File: src/rtl/pipe_ctrl_if.sv
// Control bundle between the hazard/memory event sources and the pipeline controller.
// Signals suffixed _c are combinational; the valid bits and counters are registered.
interface pipe_ctrl_if #(
   parameter int unsigned CNT_W = 32
) ();
   logic             stall;
   logic             flush;
   logic             br_taken;
   logic             mem_wait;
   logic             imem_valid;
   logic             pc_en_c;
   logic             fd_en_c;
   logic             de_en_c;
   logic             em_en_c;
   logic             mw_en_c;
   logic             fd_clr_c;
   logic             de_clr_c;
   logic             d_valid;
   logic             e_valid;
   logic             m_valid;
   logic             w_valid;
   logic             retire_c;
   logic [CNT_W-1:0] retire_cnt;
   logic [CNT_W-1:0] bubble_cnt;

   modport master (
      output stall, flush, br_taken, mem_wait, imem_valid,
      input  pc_en_c, fd_en_c, de_en_c, em_en_c, mw_en_c, fd_clr_c, de_clr_c,
      input  d_valid, e_valid, m_valid, w_valid, retire_c, retire_cnt, bubble_cnt
   );

   modport slave (
      input  stall, flush, br_taken, mem_wait, imem_valid,
      output pc_en_c, fd_en_c, de_en_c, em_en_c, mw_en_c, fd_clr_c, de_clr_c,
      output d_valid, e_valid, m_valid, w_valid, retire_c, retire_cnt, bubble_cnt
   );
endinterface

File: src/rtl/pipe_ctrl.sv
// Pipeline controller for the 5-stage core: turns hazard/branch/memory events into
// stage enables and clears, tracks D/E/M/W valid bits and counts retires and bubbles.
module pipe_ctrl #(
   parameter int unsigned CNT_W = 32
) (
   input  logic        clk_i,
   input  logic        rst_i,
   pipe_ctrl_if.slave  bus
);

   typedef enum logic [2:0] {
      MODE_RST,
      MODE_WAIT,
      MODE_BR,
      MODE_STALL,
      MODE_FLUSH,
      MODE_RUN
   } mode_e;

   mode_e            mode_c;
   logic             d_valid_q, d_valid_d;
   logic             e_valid_q, e_valid_d;
   logic             m_valid_q, m_valid_d;
   logic             w_valid_q, w_valid_d;
   logic [CNT_W-1:0] retire_cnt_q, retire_cnt_d;
   logic [CNT_W-1:0] bubble_cnt_q, bubble_cnt_d;
   logic             retire;

   // Requests from bubbles are ignored: each is gated by its requesting stage's valid bit.
   always_comb begin
      mode_c = MODE_RUN;
      if (rst_i) begin
         mode_c = MODE_RST;
      end else if (bus.mem_wait) begin
         mode_c = MODE_WAIT;
      end else if (bus.br_taken && e_valid_q) begin
         mode_c = MODE_BR;
      end else if (bus.stall && e_valid_q && d_valid_q) begin
         mode_c = MODE_STALL;
      end else if (bus.flush && d_valid_q) begin
         mode_c = MODE_FLUSH;
      end
   end

   always_comb begin
      bus.pc_en_c  = 1'b0;
      bus.fd_en_c  = 1'b0;
      bus.de_en_c  = 1'b0;
      bus.em_en_c  = 1'b0;
      bus.mw_en_c  = 1'b0;
      bus.fd_clr_c = 1'b0;
      bus.de_clr_c = 1'b0;
      d_valid_d    = d_valid_q;
      e_valid_d    = e_valid_q;
      m_valid_d    = m_valid_q;
      w_valid_d    = w_valid_q;
      bubble_cnt_d = bubble_cnt_q;
      retire       = w_valid_q && !bus.mem_wait && !rst_i;
      retire_cnt_d = retire_cnt_q + CNT_W'(retire);

      unique case (mode_c)
         MODE_RST: begin
            bus.fd_clr_c = 1'b1;
            bus.de_clr_c = 1'b1;
         end
         MODE_WAIT: begin
         end
         MODE_BR: begin
            bus.pc_en_c  = 1'b1;
            bus.fd_en_c  = 1'b1;
            bus.de_en_c  = 1'b1;
            bus.em_en_c  = 1'b1;
            bus.mw_en_c  = 1'b1;
            bus.fd_clr_c = 1'b1;
            bus.de_clr_c = 1'b1;
            d_valid_d    = 1'b0;
            e_valid_d    = 1'b0;
            m_valid_d    = e_valid_q;
            w_valid_d    = m_valid_q;
         end
         MODE_STALL: begin
            // D and F hold; a bubble enters E behind the load.
            bus.de_en_c  = 1'b1;
            bus.em_en_c  = 1'b1;
            bus.mw_en_c  = 1'b1;
            bus.de_clr_c = 1'b1;
            e_valid_d    = 1'b0;
            m_valid_d    = e_valid_q;
            w_valid_d    = m_valid_q;
            bubble_cnt_d = bubble_cnt_q + CNT_W'(1);
         end
         MODE_FLUSH: begin
            bus.pc_en_c  = 1'b1;
            bus.fd_en_c  = 1'b1;
            bus.de_en_c  = 1'b1;
            bus.em_en_c  = 1'b1;
            bus.mw_en_c  = 1'b1;
            bus.fd_clr_c = 1'b1;
            d_valid_d    = 1'b0;
            e_valid_d    = d_valid_q;
            m_valid_d    = e_valid_q;
            w_valid_d    = m_valid_q;
         end
         default: begin
            bus.pc_en_c  = bus.imem_valid;
            bus.fd_en_c  = 1'b1;
            bus.de_en_c  = 1'b1;
            bus.em_en_c  = 1'b1;
            bus.mw_en_c  = 1'b1;
            bus.fd_clr_c = !bus.imem_valid;
            d_valid_d    = bus.imem_valid;
            e_valid_d    = d_valid_q;
            m_valid_d    = e_valid_q;
            w_valid_d    = m_valid_q;
         end
      endcase
   end

   always_ff @(posedge clk_i) begin
      if (rst_i) begin
         d_valid_q    <= 1'b0;
         e_valid_q    <= 1'b0;
         m_valid_q    <= 1'b0;
         w_valid_q    <= 1'b0;
         retire_cnt_q <= '0;
         bubble_cnt_q <= '0;
      end else begin
         d_valid_q    <= d_valid_d;
         e_valid_q    <= e_valid_d;
         m_valid_q    <= m_valid_d;
         w_valid_q    <= w_valid_d;
         retire_cnt_q <= retire_cnt_d;
         bubble_cnt_q <= bubble_cnt_d;
      end
   end

   assign bus.d_valid    = d_valid_q;
   assign bus.e_valid    = e_valid_q;
   assign bus.m_valid    = m_valid_q;
   assign bus.w_valid    = w_valid_q;
   assign bus.retire_c   = retire;
   assign bus.retire_cnt = retire_cnt_q;
   assign bus.bubble_cnt = bubble_cnt_q;

endmodule
File: src/flat_wrapper.sv
// flat-port wrapper written by rule: the top's interface ports become plain ports
module pipe_ctrl_flat 
#(
   parameter int unsigned CNT_W = 32
)
  (clk_i, rst_i, bus_stall, bus_flush, bus_br_taken, bus_mem_wait, bus_imem_valid, bus_pc_en_c, bus_fd_en_c, bus_de_en_c, bus_em_en_c, bus_mw_en_c, bus_fd_clr_c, bus_de_clr_c, bus_d_valid, bus_e_valid, bus_m_valid, bus_w_valid, bus_retire_c, bus_retire_cnt, bus_bubble_cnt);
  pipe_ctrl_if #(.CNT_W(CNT_W)) bus_i ();
  input  logic clk_i;
  input  logic rst_i;
  input wire logic [$bits(bus_i.stall)-1:0] bus_stall;
  input wire logic [$bits(bus_i.flush)-1:0] bus_flush;
  input wire logic [$bits(bus_i.br_taken)-1:0] bus_br_taken;
  input wire logic [$bits(bus_i.mem_wait)-1:0] bus_mem_wait;
  input wire logic [$bits(bus_i.imem_valid)-1:0] bus_imem_valid;
  output wire logic [$bits(bus_i.pc_en_c)-1:0] bus_pc_en_c;
  output wire logic [$bits(bus_i.fd_en_c)-1:0] bus_fd_en_c;
  output wire logic [$bits(bus_i.de_en_c)-1:0] bus_de_en_c;
  output wire logic [$bits(bus_i.em_en_c)-1:0] bus_em_en_c;
  output wire logic [$bits(bus_i.mw_en_c)-1:0] bus_mw_en_c;
  output wire logic [$bits(bus_i.fd_clr_c)-1:0] bus_fd_clr_c;
  output wire logic [$bits(bus_i.de_clr_c)-1:0] bus_de_clr_c;
  output wire logic [$bits(bus_i.d_valid)-1:0] bus_d_valid;
  output wire logic [$bits(bus_i.e_valid)-1:0] bus_e_valid;
  output wire logic [$bits(bus_i.m_valid)-1:0] bus_m_valid;
  output wire logic [$bits(bus_i.w_valid)-1:0] bus_w_valid;
  output wire logic [$bits(bus_i.retire_c)-1:0] bus_retire_c;
  output wire logic [$bits(bus_i.retire_cnt)-1:0] bus_retire_cnt;
  output wire logic [$bits(bus_i.bubble_cnt)-1:0] bus_bubble_cnt;
  assign bus_i.stall = bus_stall;
  assign bus_i.flush = bus_flush;
  assign bus_i.br_taken = bus_br_taken;
  assign bus_i.mem_wait = bus_mem_wait;
  assign bus_i.imem_valid = bus_imem_valid;
  assign bus_pc_en_c = bus_i.pc_en_c;
  assign bus_fd_en_c = bus_i.fd_en_c;
  assign bus_de_en_c = bus_i.de_en_c;
  assign bus_em_en_c = bus_i.em_en_c;
  assign bus_mw_en_c = bus_i.mw_en_c;
  assign bus_fd_clr_c = bus_i.fd_clr_c;
  assign bus_de_clr_c = bus_i.de_clr_c;
  assign bus_d_valid = bus_i.d_valid;
  assign bus_e_valid = bus_i.e_valid;
  assign bus_m_valid = bus_i.m_valid;
  assign bus_w_valid = bus_i.w_valid;
  assign bus_retire_c = bus_i.retire_c;
  assign bus_retire_cnt = bus_i.retire_cnt;
  assign bus_bubble_cnt = bus_i.bubble_cnt;
  pipe_ctrl #(.CNT_W(CNT_W)) u_core (.clk_i(clk_i), .rst_i(rst_i), .bus(bus_i));
endmodule
File: config.mk
export PLATFORM = sky130hd
export DESIGN_NAME = pipe_ctrl_flat
export DESIGN_NICKNAME = d
export VERILOG_FILES = /design/src/rtl/pipe_ctrl_if.sv /design/src/rtl/pipe_ctrl.sv /design/src/flat_wrapper.sv
export SDC_FILE = /design/constraint.sdc
export NUM_CORES = 1
export LEC_CHECK = 0
export CAP_MARGIN = 10
export CORE_AREA = 3 3 86 88
export CTS_BUF_LIST = sky130_fd_sc_hd__clkbuf_4 sky130_fd_sc_hd__clkbuf_8 sky130_fd_sc_hd__clkbuf_16
export DETAILED_ROUTE_END_ITERATION = 8
export DIE_AREA = 0 0 89 91
export PLACE_DENSITY = 0.82
export SETUP_SLACK_MARGIN = 0.02
export SYNTH_ARGS = -nofsm -noshare
export SYNTH_HDL_FRONTEND = slang
export SYNTH_SLANG_ARGS = --single-unit
File: constraint.sdc
create_clock -name clk_i -period 4.63 [get_ports clk_i]
set_input_delay 0.463 -clock clk_i [delete_from_list [all_inputs] [get_ports clk_i]]
set_output_delay 0.463 -clock clk_i [all_outputs]
set_load 0.02 [all_outputs]
### Cell outlines without signal wires, run 1

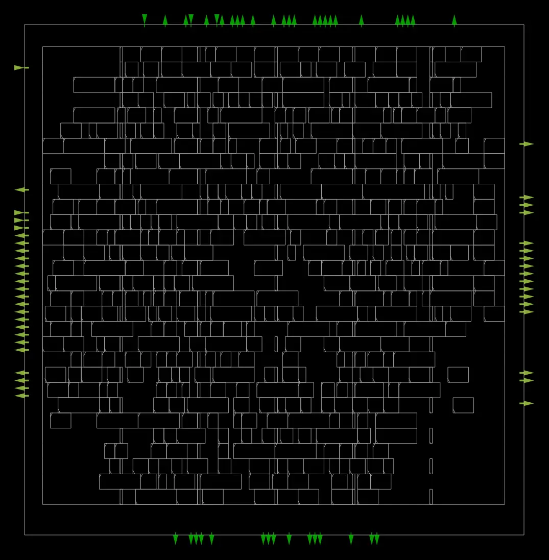
Std-Cell Core Area: 0.00672 mm^2
Tap Count: 80

### Pin placement, run 1

Pins as bars across the die edge, other pins in gray.
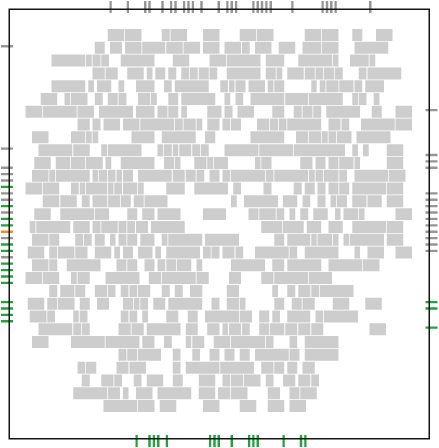
legend:
  bus_mw_en_c:
    color: orange
    pins: 1
    direction: output
    edge: west
  bus_bubble_cnt:
    color: green
    pins: 32
    direction: output
    edge: 15 south, 14 west, 3 east

==> PnR_summary.wiki, run 1 <==
== Implementation results ==
{| class="wikitable"
! Metric !! Value
|-
| Status || finished clean
|-
| Top cells, area || sky130_fd_sc_hd__dfxtp_1 41%, sky130_fd_sc_hd__a21oi_1 6.4%, sky130_fd_sc_hd__or4_1 6.3%, sky130_fd_sc_hd__o31ai_1 4.9%, sky130_fd_sc_hd__nand3_1 3.4%
|-
| GRT Resource Usage Total || 0.207
|-
| Bufs on Longest Clock Path || 2
|-
| Starting DRT DRC Count || ~180
|-
| Gp weighted congestion || 0.816
|-
| Dpl hpwl || roughly 5600 um
|-
| Flop pwr share || 0.524
|-
| Switching Power || about 260 uW
|-
| Average via count per standard cell || slightly below 6
|-
| Cts bufs inserted || 9
|-
| Clock insertion delay at the later pin of the skew report || 340 ps
|-
| Max H-tree Level || 3
|-
| Number of warnings the tools reported || 26
|-
| Standby leakage power || 0.00135 uW
|-
| Horizontal die dimension || around 89 um
|-
| Root buffer cell || sky130_fd_sc_hd__clkbuf_8
|-
| Worst path most repeated cell || sky130_fd_sc_hd__ha_1
|-
| Antenna diode instance count || 0
|-
| Tightest Hold Check Type || register to register
|-
| Total vias in the final route || around 3.3k
|-
| Final clock period utilization by the worst path || 0.776
|-
| Number of max-slew violations in the final report || 0
|-
| CP Class || primary input to register
|-
| Length of routed met3 wiring || 474 um
|-
| Clock slew at reported path FFs || roughly 80 ps
|-
| Proportion of layout cells with a drive suffix above 1 || 0.0589
|-
| Number of setup buffers added after CTS || 0
|-
| Slew margin rel. || 0.470
|-
| Clock tree from TritonCTS || done
|-
| Worst-case hold path end point || u_core.bus.bubble_cnt[31]
|-
| Sequential element share of the synthesized area || 0.408
|-
| Total power divided by cell area || between 200 and 300 mW/mm^2
|-
| Yosys stat area || 0.00334 mm^2
|-
| Hold slack || roughly 480 ps
|-
| Wl on met1 || ~3700 um
|-
| Detailed-routing iteration count for the pre-antenna-repair pass || 5
|-
| Part of the total power dissipated in combinational logic || 0.038
|-
| Cells in synth_stat.txt || roughly 400
|-
| Crit path DAT || a little under 4000 ps
|-
| Detailed-route wire length || between 8000 and 9000 um
|-
| Reg2Reg Setup Slack || between 1500 and 2000 ps
|-
| Vias in the first global route || ~3.1k
|-
| Crit path capture type || register
|-
| Area growth from synthesis to layout || 30.0%
|-
| IO Pins || approximately 83
|-
| Post-Synthesis Net Count || 410
|-
| Biggest area consumer among synthesized cells || sky130_fd_sc_hd__dfxtp_1
|-
| Power drawn by the combinational cells || about 42 uW
|-
| Depth of the most critical reg-to-reg path || 7
|-
| Top logic family || simple AND/OR/NAND/NOR gates
|-
| Net Sw Frac || 0.229
|-
| Uppermost metal layer occupied by signal nets || met4
|-
| Post-synth ARST share || 0
|-
| Hold buffer count at CTS || 0
|-
| Post-CTS Resized || 0
|-
| Sequential cell power || 587 uW
|-
| Cell count after synthesis || roughly 400
|-
| Flops & latches, synth || roughly 68
|-
| Critical hold path startpoint || u_core.bus.bubble_cnt[31]
|-
| CP Max Fanout || 19
|-
| Pin count of the biggest net entering global routing || approximately 78
|-
| Post-Route Skew || approximately 8.4 ps
|-
| Antenna violations before repair || 0
|-
| Transition time of the tightest slew-check pin || around 790 ps
|-
| Synth cell types || 38
|-
| Peak supply drop || between 150 and 200 uV
|-
| Setup-violating endpoint count in the final report || 0
|-
| Number of clock sinks || 68
|-
| Fin Setup TNS || 0 ps
|-
| Post-DR wirelength/cell || 14.8 um
|-
| Area fraction in and, or, nand and nor cells || 0.313
|-
| Die Size || approximately 0.008 mm^2
|-
| Critical register-to-register path endpoint || u_core.bus.retire_cnt[22]
|-
| DRC viols || 0
|-
| Fmax achieved || 0.278 GHz
|-
| Cell-by-cell listing of the critical path || clkdlybuf4s50_1 -> or2_1 -> clkinv_1 -> and2_1 -> ha_1 -> ha_1 -> and4_1 -> nand4_1 -> or4_1 -> a21oi_1
|-
| Adder Area Share || 0.0112
|}
### Signal wires by layer, run 1

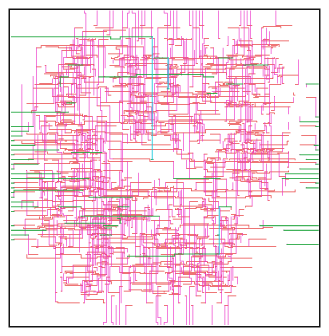
legend:
  metal 3:
    color: green
    wire_length: 475 um
  metal 1:
    color: red
    wire_length: 3730 um
  metal 2:
    color: magenta
    wire_length: 3960 um
  metal 4:
    color: cyan
    wire_length: 57.8 um

[run 1: worst max-delay path, delay by kind of cell]
family          cells  cell delay (ps)
compound gates      1              160
fa+ha+maj           2              380
simple gates        5             2110
buf+inv             2              760
[run 1: worst max-delay path by stage]
stage	startpoint	end	slack, ps	cells after the start
final	bus_mem_wait	u_core.bus.retire_cnt[22]	1040	10
after global routing	bus_mem_wait	u_core.bus.retire_cnt[20]	820	10
after CTS	bus_mem_wait	u_core.bus.retire_cnt[22]	1070	10
after detailed placement	bus_mem_wait	u_core.bus.retire_cnt[22]	710	10
after global placement	bus_mem_wait	u_core.bus.retire_cnt[30]	870	10
after floorplan	bus_mem_wait	u_core.bus.retire_cnt[27]	1380	11
[run 1: metrics by stage]
| step | power [uW] | std cells | worst slack [ps] | area, um^2 | utilization |
|---|---|---|---|---|---|
| floorplan | 628 | 400 | 1380 | 3340 | - |
| global placement | 642 | 539 | 871 | 4140 | 0.616 |
| detailed placement | 643 | 539 | 714 | 4140 | 0.616 |
| CTS | 1130 | 555 | 1070 | 4340 | 0.646 |
| global route | 1170 | 555 | 820 | 4340 | 0.646 |
| finish | 1120 | 555 | 1040 | 4340 | 0.646 |
[run 1: area by class of cell]
| cell class | instances | area [um^2] |
|---|---|---|
| Fill cell | 562 | 2380 |
| Multi-Input combinational cell | 300 | 1820 |
| Sequential cell | 68 | 1360 |
| Timing Repair Buffer | 83 | 823 |
| Clock buffer | 10 | 138 |
| Tap cell | 80 | 100 |
| Clock inverter | 6 | 63.8 |
| Inverter | 8 | 30.0 |
[run 1: sequential cells by signal (all words and copies together) (netlist names)]
register,count
u_core.bus.w_valid,1
u_core.bus.m_valid,1
u_core.bus.bubble_cnt,32
u_core.bus.retire_cnt,32
u_core.bus.e_valid,1
u_core.bus.d_valid,1
[run 1: layout by cell type, fill, tap and decap left out, types with 2 or more instances in the layout]
master / instances
sky130_fd_sc_hd__nor2b_1: 10
sky130_fd_sc_hd__nand2_1: 26
sky130_fd_sc_hd__o31ai_1: 22
sky130_fd_sc_hd__and3_1: 7
sky130_fd_sc_hd__clkbuf_8: 10
sky130_fd_sc_hd__nor2_1: 28
sky130_fd_sc_hd__clkinv_2: 2
sky130_fd_sc_hd__or3_1: 14
sky130_fd_sc_hd__nor4_1: 3
sky130_fd_sc_hd__nand4b_1: 2
sky130_fd_sc_hd__o21ai_0: 18
sky130_fd_sc_hd__mux2i_1: 2
sky130_fd_sc_hd__xnor2_1: 7
sky130_fd_sc_hd__clkdlybuf4s50_1: 81
sky130_fd_sc_hd__nand4_1: 18
sky130_fd_sc_hd__and2_1: 6
sky130_fd_sc_hd__o21bai_1: 2
sky130_fd_sc_hd__a21oi_1: 43
sky130_fd_sc_hd__mux2_2: 7
sky130_fd_sc_hd__inv_1: 7
sky130_fd_sc_hd__nand3_1: 23
sky130_fd_sc_hd__or3_2: 2
sky130_fd_sc_hd__xor2_1: 9
sky130_fd_sc_hd__clkinvlp_4: 2
sky130_fd_sc_hd__and4_1: 6
sky130_fd_sc_hd__ha_1: 3
sky130_fd_sc_hd__nor3_1: 8
sky130_fd_sc_hd__dfxtp_1: 68
sky130_fd_sc_hd__or4_1: 28
### Clock distribution, run 1

The bar under the picture is 20 um long.
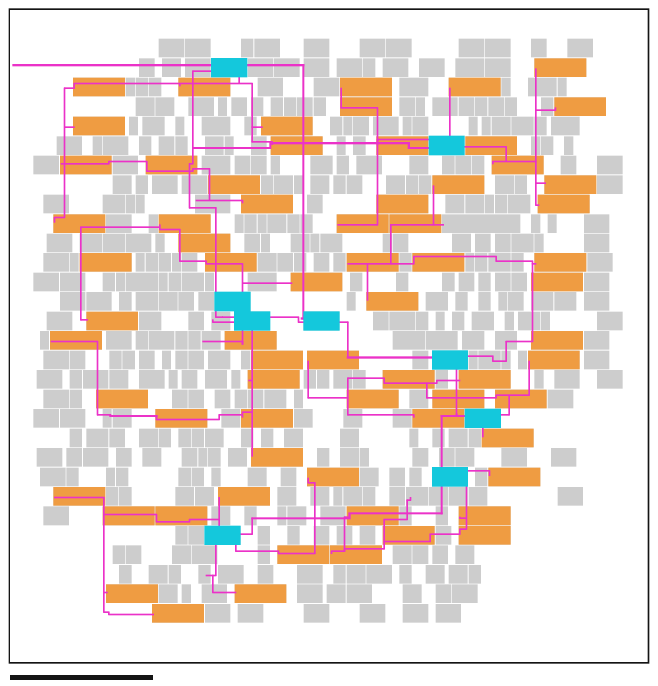

==> run 2: changes to the inputs <==
--- a/config.mk
+++ b/config.mk
@@ -6,11 +6,11 @@
 export NUM_CORES = 1
 export LEC_CHECK = 0
 export CAP_MARGIN = 10
-export CORE_AREA = 3 3 86 88
+export CORE_AREA = 3 3 87 89
 export CTS_BUF_LIST = sky130_fd_sc_hd__clkbuf_4 sky130_fd_sc_hd__clkbuf_8 sky130_fd_sc_hd__clkbuf_16
 export DETAILED_ROUTE_END_ITERATION = 8
-export DIE_AREA = 0 0 89 91
-export PLACE_DENSITY = 0.82
+export DIE_AREA = 0 0 90 92
+export PLACE_DENSITY = 0.8
 export SETUP_SLACK_MARGIN = 0.02
 export SYNTH_ARGS = -nofsm -noshare
 export SYNTH_HDL_FRONTEND = slang
==> constraint.sdc (replaced) <==
create_clock -name clk_i -period 3.35 [get_ports clk_i]
set_input_delay 0.335 -clock clk_i [delete_from_list [all_inputs] [get_ports clk_i]]
set_output_delay 0.335 -clock clk_i [all_outputs]
set_load 0.02 [all_outputs]
### Clock distribution, run 2

The bar under the picture is 20 um long.
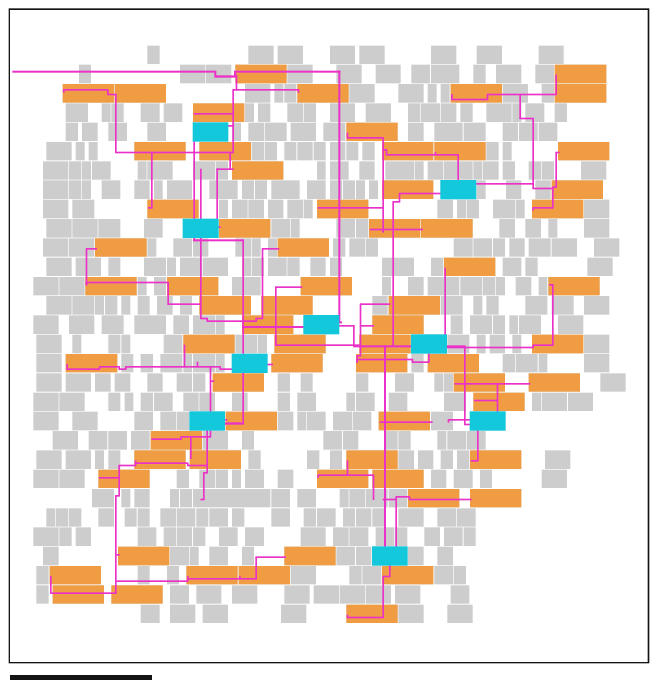
legend:
  clock drivers:
    color: cyan
    count: 9
  flip-flops:
    color: orange
    count: 68
  clock wires:
    color: magenta
    length: 845 um
flops lie: widely spread

### Pin placement, run 2

Pins as bars across the die edge, other pins in gray.
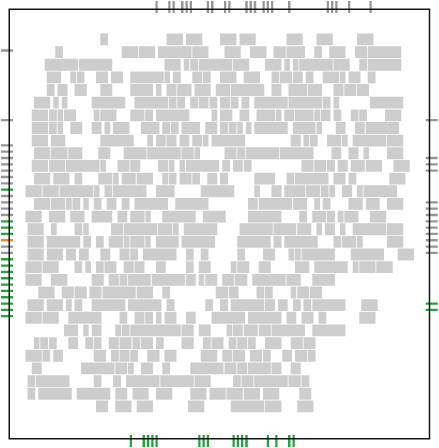
legend:
  bus_bubble_cnt:
    color: green
    pins: 32
    direction: output
    edge: 16 south, 14 west, 2 east
  bus_mw_en_c:
    color: orange
    pins: 1
    direction: output
    edge: west
all pins by edge: 30 west, 22 north, 16 south, 15 east

### Cell outlines without signal wires, run 2

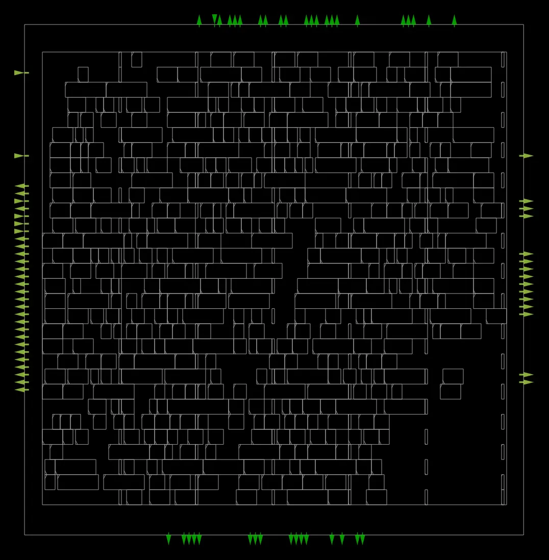
number of cells in the finished layout apart from fillers: 577
sequential portion of the cell area: 0.309
Std-Cell Core Area: 0.00683 mm^2
core utilization of the finished layout: 0.645

==> run 2 against run 1 <==
  * Sequential share of layout area is 0.45 points lower
  * Clock power is 37% higher
  * Cell area is 1.4% higher
  * Via count is 0.55% higher
  * Wire length is 2.0% higher
  * Count of clock-buffer cells in the layout is 1 lower
  * Setup slack worse by 440 ps
  * Sequential power is 38% higher
  * Highest routed layer unchanged
  * Largest cell class unchanged
  * Area after synthesis stayed put
==> PnR_summary.wiki, run 2 <==
== Implementation results ==
{| class="wikitable"
! Metric !! Value
|-
| CP Class || primary input to register
|-
| Antenna violations before repair || 0
|-
| Filler cell count || just over 600
|-
| Row Count || 30
|-
| Setup-violating endpoint count in the final report || 0
|-
| Cell count after synthesis || 400
|-
| Average via count per standard cell || ~5.7
|-
| Internal Dissipation || 1180 uW
|-
| Cells in synth_stat.txt || 400
|-
| Average instance area after synthesis || 8.35 um^2
|-
| Switching Power || about 360 uW
|-
| Reported max-cap violation count || 0
|-
| Flops & latches, synth || approximately 68
|-
| Time the worst path needs with I/O delays and setup || 2760 ps
|-
| Most frequent cell after synthesis || sky130_fd_sc_hd__dfxtp_1
|-
| Number of setup buffers added after CTS || 0
|-
| Yosys synthesis warning count || 0
|-
| Most used logic cell in the final layout || sky130_fd_sc_hd__clkdlybuf4s50_1
|-
| Syn Std Cell Area || roughly 0.0033 mm^2
|-
| Biggest area consumer among synthesized cells || sky130_fd_sc_hd__dfxtp_1
|-
| Number of nets in the final layout || just under 500
|-
| Dominant flop cell || sky130_fd_sc_hd__dfxtp_1
|-
| Peak supply drop || 217 uV
|-
| Hold violation total from the final report || 0
|-
| Tightest Hold Check Type || register to register
|-
| Post-DR wirelength/cell || roughly 15 um
|-
| Root buffer cell || sky130_fd_sc_hd__clkbuf_8
|-
| Combinational cell area excluding buffers and inverters || between 0.0015 and 0.002 mm^2
|-
| Die Size || between 0.008 and 0.009 mm^2
|-
| Antenna diode instance count || 0
|-
| Post-Synthesis Net Count || 410
|-
| Transition time of the tightest slew-check pin || between 700 and 800 ps
|-
| Number of max-slew violations in the final report || 0
|-
| Hold Path Cell Cnt || 2
|-
| Area fraction of the dominant cell type after synthesis || 0.408
|-
| Top cells, area || sky130_fd_sc_hd__dfxtp_1 41%, sky130_fd_sc_hd__a21oi_1 6.4%, sky130_fd_sc_hd__or4_1 6.3%, sky130_fd_sc_hd__o31ai_1 4.9%, sky130_fd_sc_hd__nand3_1 3.4%
|-
| Pin count of the biggest net entering global routing || just under 80
|-
| Crit path DAT || around 3000 ps
|-
| Bufs on Longest Clock Path || 2
|-
| Horizontal die dimension || 90 um
|-
| Number of clock sinks || ~68
|-
| FF-to-FF Start || u_core.bus.w_valid
|-
| Synth cell types || 38
|-
| Critical hold path startpoint || u_core.bus.bubble_cnt[31]
|-
| Hold buffer count at CTS || 0
|-
| Yosys stat area || approximately 0.0033 mm^2
|-
| Dominant logic cell types in the final layout || 81 x sky130_fd_sc_hd__clkdlybuf4s50_1, 68 x sky130_fd_sc_hd__dfxtp_1, 43 x sky130_fd_sc_hd__a21oi_1
|-
| Cells after DPL || between 500 and 600
|-
| Total vias in the final route || between 3k and 4k
|-
| Proportion of layout cells with a drive suffix above 1 || 0.0707
|-
| Post-synth ARST share || 0
|-
| Final clock period utilization by the worst path || 0.823
|-
| Starting DRT DRC Count || 203
|-
| Setup crit start kind || primary input
|-
| Part of the total power dissipated in combinational logic || 0.039
|-
| Vias in the first global route || between 3k and 4k
|-
| DRT antenna net count || 0
|-
| CP Max Fanout || 13
|-
| GRT Resource Usage Total || 0.200
|-
| Fmax achieved || between 0.3 and 0.4 GHz
|-
| Clock tree from TritonCTS || done
|-
| DRC viols || 0
|-
| Sequential element share of the synthesized area || 0.408
|-
| Crit path capture type || register
|-
| Depth of the most critical reg-to-reg path || 6
|-
| Synth top cells by count || 68 x sky130_fd_sc_hd__dfxtp_1, 43 x sky130_fd_sc_hd__a21oi_1, 28 x sky130_fd_sc_hd__nor2_1, 28 x sky130_fd_sc_hd__or4_1, 26 x sky130_fd_sc_hd__nand2_1
|-
| Sequential cell area || 0.00136 mm^2
|-
| Number of port buffers || ~80
|-
| Post-CTS Resized || 0
|-
| Highest-delay cell along the critical path || sky130_fd_sc_hd__or4_1
|-
| Die y size || approximately 92 um
|-
| IO Pins || ~83
|-
| Dpl hpwl || 5800 um
|-
| Peak per-stage delay on the critical path || ~750 ps
|-
| Max H-tree Level || 3
|-
| Gp weighted congestion || around 0.83
|-
| Share of total power in the clock network || 0.435
|-
| Reg2Reg Setup Slack || between 900 and 1000 ps
|-
| Clock slew at reported path FFs || 70 ps
|-
| Fin Setup TNS || 0 ps
|-
| Total gr overflow || 0
|-
| Detailed-route wire length || 8390 um
|-
| Area growth from synthesis to layout || 31.8%
|-
| Wire length of the first global-routing pass || between 10000 and 15000 um
|-
| Unrepaired setup endpoints after global routing || no
|-
| Detailed-routing iteration count for the pre-antenna-repair pass || 4
|-
| Flop pwr share || 0.526
|-
| Count of flip-flops with a built-in enable after synthesis || 0
|-
| Endpoint required time on the critical path || roughly 3600 ps
|-
| Standby leakage power || approximately 0.0014 uW
|-
| Post-Route Skew || 17.3 ps
|-
| Number of warnings the tools reported || 26
|-
| Status || finished clean
|-
| Net Sw Frac || 0.235
|-
| Cts bufs inserted || 9
|-
| Worst-case hold path end point || u_core.bus.bubble_cnt[31]
|-
| Cell-by-cell listing of the critical path || clkdlybuf4s50_1 -> or2_1 -> clkinv_1 -> and2_1 -> ha_1 -> nand3_1 -> or4_1 -> nor4_1 -> mux2_2
|-
| Clock insertion delay at the later pin of the skew report || 340 ps
|-
| Critical register-to-register path endpoint || u_core.bus.retire_cnt[23]
|-
| Slew margin rel. || 0.487
|-
| Share of the core filled by cells before placement || 0.489
|-
| Total power divided by cell area || 350 mW/mm^2
|}
-- run 2: power by group through the flow --
stage / Sequential (uW) / Combinational [uW] / Clock [uW]
2_1_floorplan: 831 / 36.7 / 0
3_3_place_gp: 830 / 59.7 / 0
3_5_place_dp: 830 / 60.1 / 0
4_1_cts: 811 / 60.5 / 688
5_1_grt: 811 / 65.7 / 727
6_report: 811 / 60.2 / 672
-- run 2: through the flow --
stage / total power [uW] / setup WS [ps] / hold WS, ps / instance area [um^2] / utilization
floorplan: 867 / 229 / 503 / 3340 / -
global placement: 890 / 278 / 462 / 4200 / 0.615
detailed placement: 890 / 234 / 485 / 4200 / 0.615
CTS: 1560 / 607 / 496 / 4400 / 0.645
global route: 1600 / 427 / 535 / 4400 / 0.645
finish: 1540 / 594 / 497 / 4400 / 0.645
-- run 2: logic make-up (layout without fill, tap and decap cells) --
kind of cell / after synthesis / in the layout / share of synthesized area
simple gates: 185 / 185 / 0.313
compound gates: 87 / 87 / 0.150
flops: 68 / 68 / 0.408
buf+inv: 32 / 113 / 0.0461
xor+xnor: 16 / 16 / 0.0420
mux: 9 / 9 / 0.0296
fa+ha+maj: 3 / 3 / 0.0112
-- run 2: critical path, delay by kind of cell --
kind | cells | cell delay, ps
multiplexers | 1 | 380
adder cells (fa/ha/maj) | 1 | 180
AND/OR/NAND/NOR | 5 | 1620
buffers and inverters | 2 | 480
-- run 2: cell type report --
type	count	share of cell area
multi-input cells	300	0.414
flip-flops and latches	68	0.309
clock buffers	9	0.0281
inverters	8	0.00682
clock inverters	7	0.0171
well taps	96	0.0273
repair buffers	89	0.197
-- run 2: worst max path at each step --
stage	depth (start not counted)	slack [ps]	from	to
floorplan	11	230	bus_mem_wait	u_core.bus.retire_cnt[27]
global placement	9	280	bus_mem_wait	u_core.bus.retire_cnt[23]
detailed placement	9	230	bus_mem_wait	u_core.bus.retire_cnt[23]
CTS	9	610	bus_mem_wait	u_core.bus.retire_cnt[23]
global route	9	430	bus_mem_wait	u_core.bus.retire_cnt[31]
finish	9	590	bus_mem_wait	u_core.bus.retire_cnt[23]
-- run 2: metal layers --
metal | wire [um] | global-route usage | share of wire
met5 | 0 | 0 | 0
met4 | 86 | 0.0867 | 0.010
met3 | 437 | 0.0418 | 0.052
met2 | 4060 | 0.333 | 0.48
met1 | 3810 | 0.252 | 0.45
### Signal wires by layer, run 2

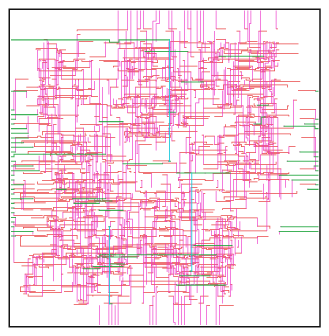

==> run 3: changes to the inputs <==
==> constraint.sdc (replaced) <==
create_clock -name clk_i -period 2.6 [get_ports clk_i]
set_input_delay 0.26 -clock clk_i [delete_from_list [all_inputs] [get_ports clk_i]]
set_output_delay 0.26 -clock clk_i [all_outputs]
set_load 0.02 [all_outputs]
### Signal wires by layer, run 3

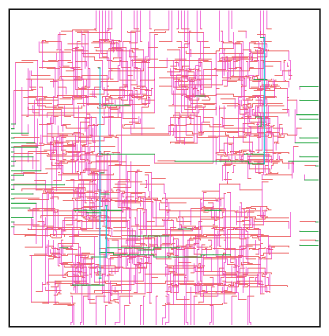
legend:
  metal 3:
    color: green
    wire_length: 342 um
  metal 2:
    color: magenta
    wire_length: 4100 um
  metal 4:
    color: cyan
    wire_length: 107 um
  metal 1:
    color: red
    wire_length: 3880 um

### Clock distribution, run 3

The bar under the picture is 20 um long.
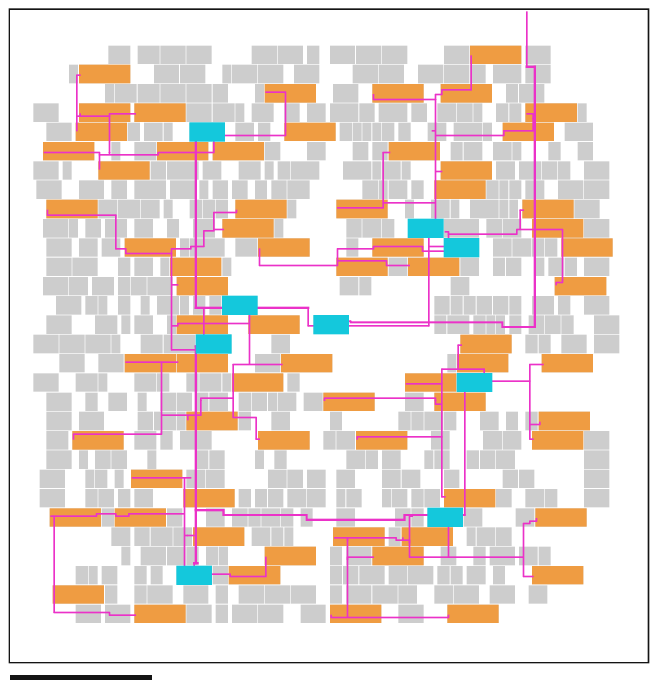
legend:
  clock drivers:
    color: cyan
    count: 9
  clock wires:
    color: magenta
    length: 891 um
  flip-flops:
    color: orange
    count: 68
flops lie: widely spread
routed clock nets: 10

==> run 3 against run 2 <==
  * Non-clock buffer count is 9 higher
  * Power is 24% higher
  * Flip-flop count stayed put
  * Register-to-register slack worse by 680 ps
  * Largest cell class unchanged
  * Critical endpoint is now u_core.bus.retire_cnt[28]
  * Sequential power is 29% higher
  * Via count is 1.2% higher
==> PnR_summary.wiki, run 3 <==
== Implementation results ==
{| class="wikitable"
! Metric !! Value
|-
| Count of flip-flops with a built-in enable after synthesis || 0
|-
| Transition time of the tightest slew-check pin || around 770 ps
|-
| DRC viols || 0
|-
| Detailed-route wire length || 8430 um
|-
| Number of nets in the final layout || between 400 and 500
|-
| Area fraction of the dominant cell type after synthesis || 0.408
|-
| Depth of the most critical reg-to-reg path || 4
|-
| Critical register-to-register path endpoint || u_core.bus.bubble_cnt[24]
|-
| Peak per-stage delay on the critical path || 520 ps
|-
| Most frequent cell after synthesis || sky130_fd_sc_hd__dfxtp_1
|-
| Timing endpoint of the critical path || u_core.bus.retire_cnt[28]
|-
| Routing usage on met2 || 0.335
|-
| Synth cell types || 38
|-
| Area growth from synthesis to layout || 33.7%
|-
| Flops & latches, synth || a little under 70
|-
| Status || finished clean
|-
| Root buffer cell || sky130_fd_sc_hd__clkbuf_8
|-
| Unrepaired setup endpoints after global routing || no
|-
| Internal Dissipation || 1490 uW
|-
| Cell type group with the largest total delay on the critical path || simple AND/OR/NAND/NOR gates
|-
| Number of setup buffers added after CTS || 0
|-
| Std-Cell Core Area || roughly 0.0068 mm^2
|-
| Dominant logic cell types in the final layout || 81 x sky130_fd_sc_hd__clkdlybuf4s50_1, 68 x sky130_fd_sc_hd__dfxtp_1, 43 x sky130_fd_sc_hd__a21oi_1
|-
| Cts bufs inserted || 9
|-
| Crit path capture type || register
|-
| Crit path DAT || approximately 2700 ps
|-
| Antenna diode instance count || 0
|-
| Met3 Usage GRT || 0.0353
|-
| Yosys stat area || 0.00334 mm^2
|-
| Vias in the first global route || 3014
|-
| Post-CTS Resized || 0
|-
| Average instance area after synthesis || ~8.3 um^2
|-
| Final clock period utilization by the worst path || 0.934
|-
| Starting DRT DRC Count || 135
|-
| Total power divided by cell area || ~430 mW/mm^2
|-
| Post-DR wirelength/cell || between 10 and 15 um
|-
| Cells in synth_stat.txt || ~400
|-
| CP Max Fanout || 11
|-
| Cell-by-cell listing of the critical path || clkdlybuf4s50_1 -> or2_1 -> clkinv_4 -> and2_4 -> ha_1 -> ha_1 -> and4_1 -> nand4_1 -> buf_4 -> or4_1 -> a21oi_1
|-
| Tightest Hold Check Type || register to register
|-
| Number of clock sinks || about 68
|-
| DRT antenna net count || 0
|-
| Slew margin rel. || 0.489
|-
| Total gr overflow || 0
|-
| Row Count || 30
|-
| Proportion of layout cells with a drive suffix above 1 || 0.0941
|-
| Bufs on Longest Clock Path || 2
|-
| Detailed-routing iteration count for the pre-antenna-repair pass || 4
|-
| CP Class || primary input to register
|-
| Post-Synthesis Net Count || roughly 410
|-
| Top cells, area || sky130_fd_sc_hd__dfxtp_1 41%, sky130_fd_sc_hd__a21oi_1 6.4%, sky130_fd_sc_hd__or4_1 6.3%, sky130_fd_sc_hd__o31ai_1 4.9%, sky130_fd_sc_hd__nand3_1 3.4%
|-
| Dominant flop cell || sky130_fd_sc_hd__dfxtp_1
|-
| Worst path most repeated cell || sky130_fd_sc_hd__ha_1
|-
| Number of warnings the tools reported || 27
|-
| Critical Path Start || bus_mem_wait
|-
| Post-placement cell area || 0.00429 mm^2
|-
| Total vias in the final route || about 3.3k
|-
| Part of the total power dissipated in combinational logic || 0.042
|-
| Highest-delay cell along the critical path || sky130_fd_sc_hd__or4_1
|-
| FF-to-FF Start || u_core.bus.bubble_cnt[7]
|-
| Die y size || ~90 um
|-
| Pin count of the biggest net entering global routing || around 80
|-
| Post-Route Skew || a little over 5 ps
|-
| Die Size || roughly 0.0083 mm^2
|-
| Average via count per standard cell || about 5.7
|-
| Hold buffer count at CTS || 0
|-
| Setup crit start kind || primary input
|-
| Yosys synthesis warning count || 0
|-
| Standby leakage power || about 0.0014 uW
|-
| Fmax achieved || just over 0.4 GHz
|-
| Antenna violations before repair || 0
|-
| Share of the core filled by cells before placement || 0.489
|-
| Post-layout instance area || about 0.0045 mm^2
|-
| Share of total power in the clock network || 0.413
|-
| IO Pins || approximately 83
|-
| GRT Resource Usage Total || 0.202
|-
| Number of max-slew violations in the final report || 0
|-
| Biggest area consumer among synthesized cells || sky130_fd_sc_hd__dfxtp_1
|-
| Clock tree from TritonCTS || done
|-
| Cell count after synthesis || 400
|-
| Synth top cells by count || 68 x sky130_fd_sc_hd__dfxtp_1, 43 x sky130_fd_sc_hd__a21oi_1, 28 x sky130_fd_sc_hd__nor2_1, 28 x sky130_fd_sc_hd__or4_1, 26 x sky130_fd_sc_hd__nand2_1
|-
| GRT Max-Usage Layer || met2
|-
| Wire length of the first global-routing pass || approximately 14000 um
|-
| Hold violation total from the final report || 0
|-
| Reported max-cap violation count || 0
|-
| Sequential element share of the synthesized area || 0.408
|-
| GRT met1 Usage || 0.260
|-
| Most used logic cell in the final layout || sky130_fd_sc_hd__clkdlybuf4s50_1
|-
| Switching Power || 431 uW
|-
| Flop pwr share || 0.545
|-
| Endpoint required time on the critical path || between 2000 and 3000 ps
|-
| Gp weighted congestion || slightly above 0.8
|-
| Horizontal die dimension || around 90 um
|-
| Logic depth of the worst path, buffers included || 11
|-
| Setup-violating endpoint count in the final report || 0
|-
| Time the worst path needs with I/O delays and setup || ~2400 ps
|-
| Peak supply drop || 273 uV
|-
| Core utilization of the finished layout || 0.653
|-
| Post-synth ARST share || 0
|-
| Number of port buffers || about 82
|-
| Buf+Inv Stages, Crit Path || 3
|-
| Reg2Reg Setup Slack || 250 ps
|-
| Clock slew at reported path FFs || 70 ps
|-
| Net Sw Frac || 0.225
|-
| Dpl hpwl || between 5000 and 6000 um
|-
| Syn Std Cell Area || about 0.0033 mm^2
|-
| Max H-tree Level || 3
|-
| Clock insertion delay at the later pin of the skew report || between 300 and 400 ps
|}
### Cell classes on the final placement, run 3

Fill, decap, tap and diode cells in gray.
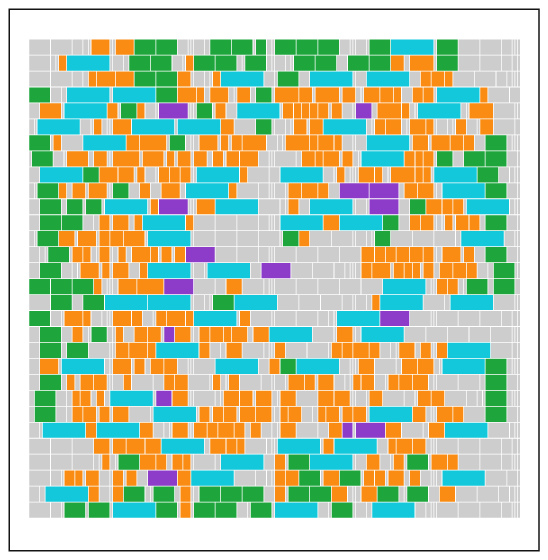
legend:
  clock drivers and dummy loads:
    color: purple
    cells: 15
    share_of_their_area: 4.1%
  remaining buffers and delay cells:
    color: green
    cells: 98
    share_of_their_area: 22%
  combinational and other logic:
    color: orange
    cells: 308
    share_of_their_area: 43%
  sequential cells:
    color: cyan
    cells: 68
    share_of_their_area: 31%

## run 3: cell counts after synthesis
No cell type changed its count.
## run 3: per-layer routing
layer	up-vias	routed length, um
met5	-	0
met4	0	107
met3	10	341
met2	79	4100
met1	1585	3880
li1	1661	-
## run 3: how the worst min path moves through the flow
stage                                    startpoint                         to  slack [ps]  depth (start not counted)
after floorplan                      bus_imem_valid         u_core.bus.d_valid         430                          2
after global placement    u_core.bus.bubble_cnt[31]  u_core.bus.bubble_cnt[31]         460                          2
after detailed placement  u_core.bus.bubble_cnt[29]  u_core.bus.bubble_cnt[29]         480                          2
after CTS                 u_core.bus.bubble_cnt[29]  u_core.bus.bubble_cnt[29]         490                          2
after global routing      u_core.bus.retire_cnt[30]  u_core.bus.retire_cnt[30]         530                          2
final                     u_core.bus.bubble_cnt[31]  u_core.bus.bubble_cnt[31]         500                          2
## run 3: cell families (layout without fill, tap and decap cells)
group,Yosys count,in the layout,share of synthesized area
simple gates,185,185,0.313
compound gates,87,87,0.150
flops,68,68,0.408
buf+inv,32,121,0.0461
xor+xnor,16,16,0.0420
mux,9,9,0.0296
fa+ha+maj,3,3,0.0112
## run 3: power by group through the flow
stage / clock network (uW) / logic, uW / registers, uW
floorplan: 0 / 48.2 / 1070
global placement: 0 / 79.2 / 1070
detailed placement: 0 / 79.9 / 1070
CTS: 803 / 80.7 / 1050
global route: 847 / 86.8 / 1050
finish: 792 / 79.7 / 1050
## run 3: area by class of cell
cell class / count / area (um^2)
Timing Repair Buffer: 98 / 936
Tap cell: 96 / 120
Clock inverter: 2 / 10.0
Inverter: 8 / 35.0
Fill cell: 594 / 2370
Multi-Input combinational cell: 300 / 1840
Sequential cell: 68 / 1360
Clock buffer: 13 / 166
## run 3: tightest hold or removal path, delay by kind of cell (launching register included)
| family | cells | cell delay, ps |
|---|---|---|
| flip-flops | 1 | 320 |
| AND-OR/OR-AND | 2 | 130 |
## run 3: through the flow
step	std cells	setup TNS [ps]	hold slack (ps)	setup WS, ps	total power (uW)
finish	585	0	495	172	1920
floorplan	400	0	428	10.9	1120
detailed placement	570	-1790	483	-173	1150
global route	585	0	534	76.0	1980
CTS	585	0	491	183	1930
global placement	570	-822	461	-113	1150
Power and IR drop assume default switching activity.
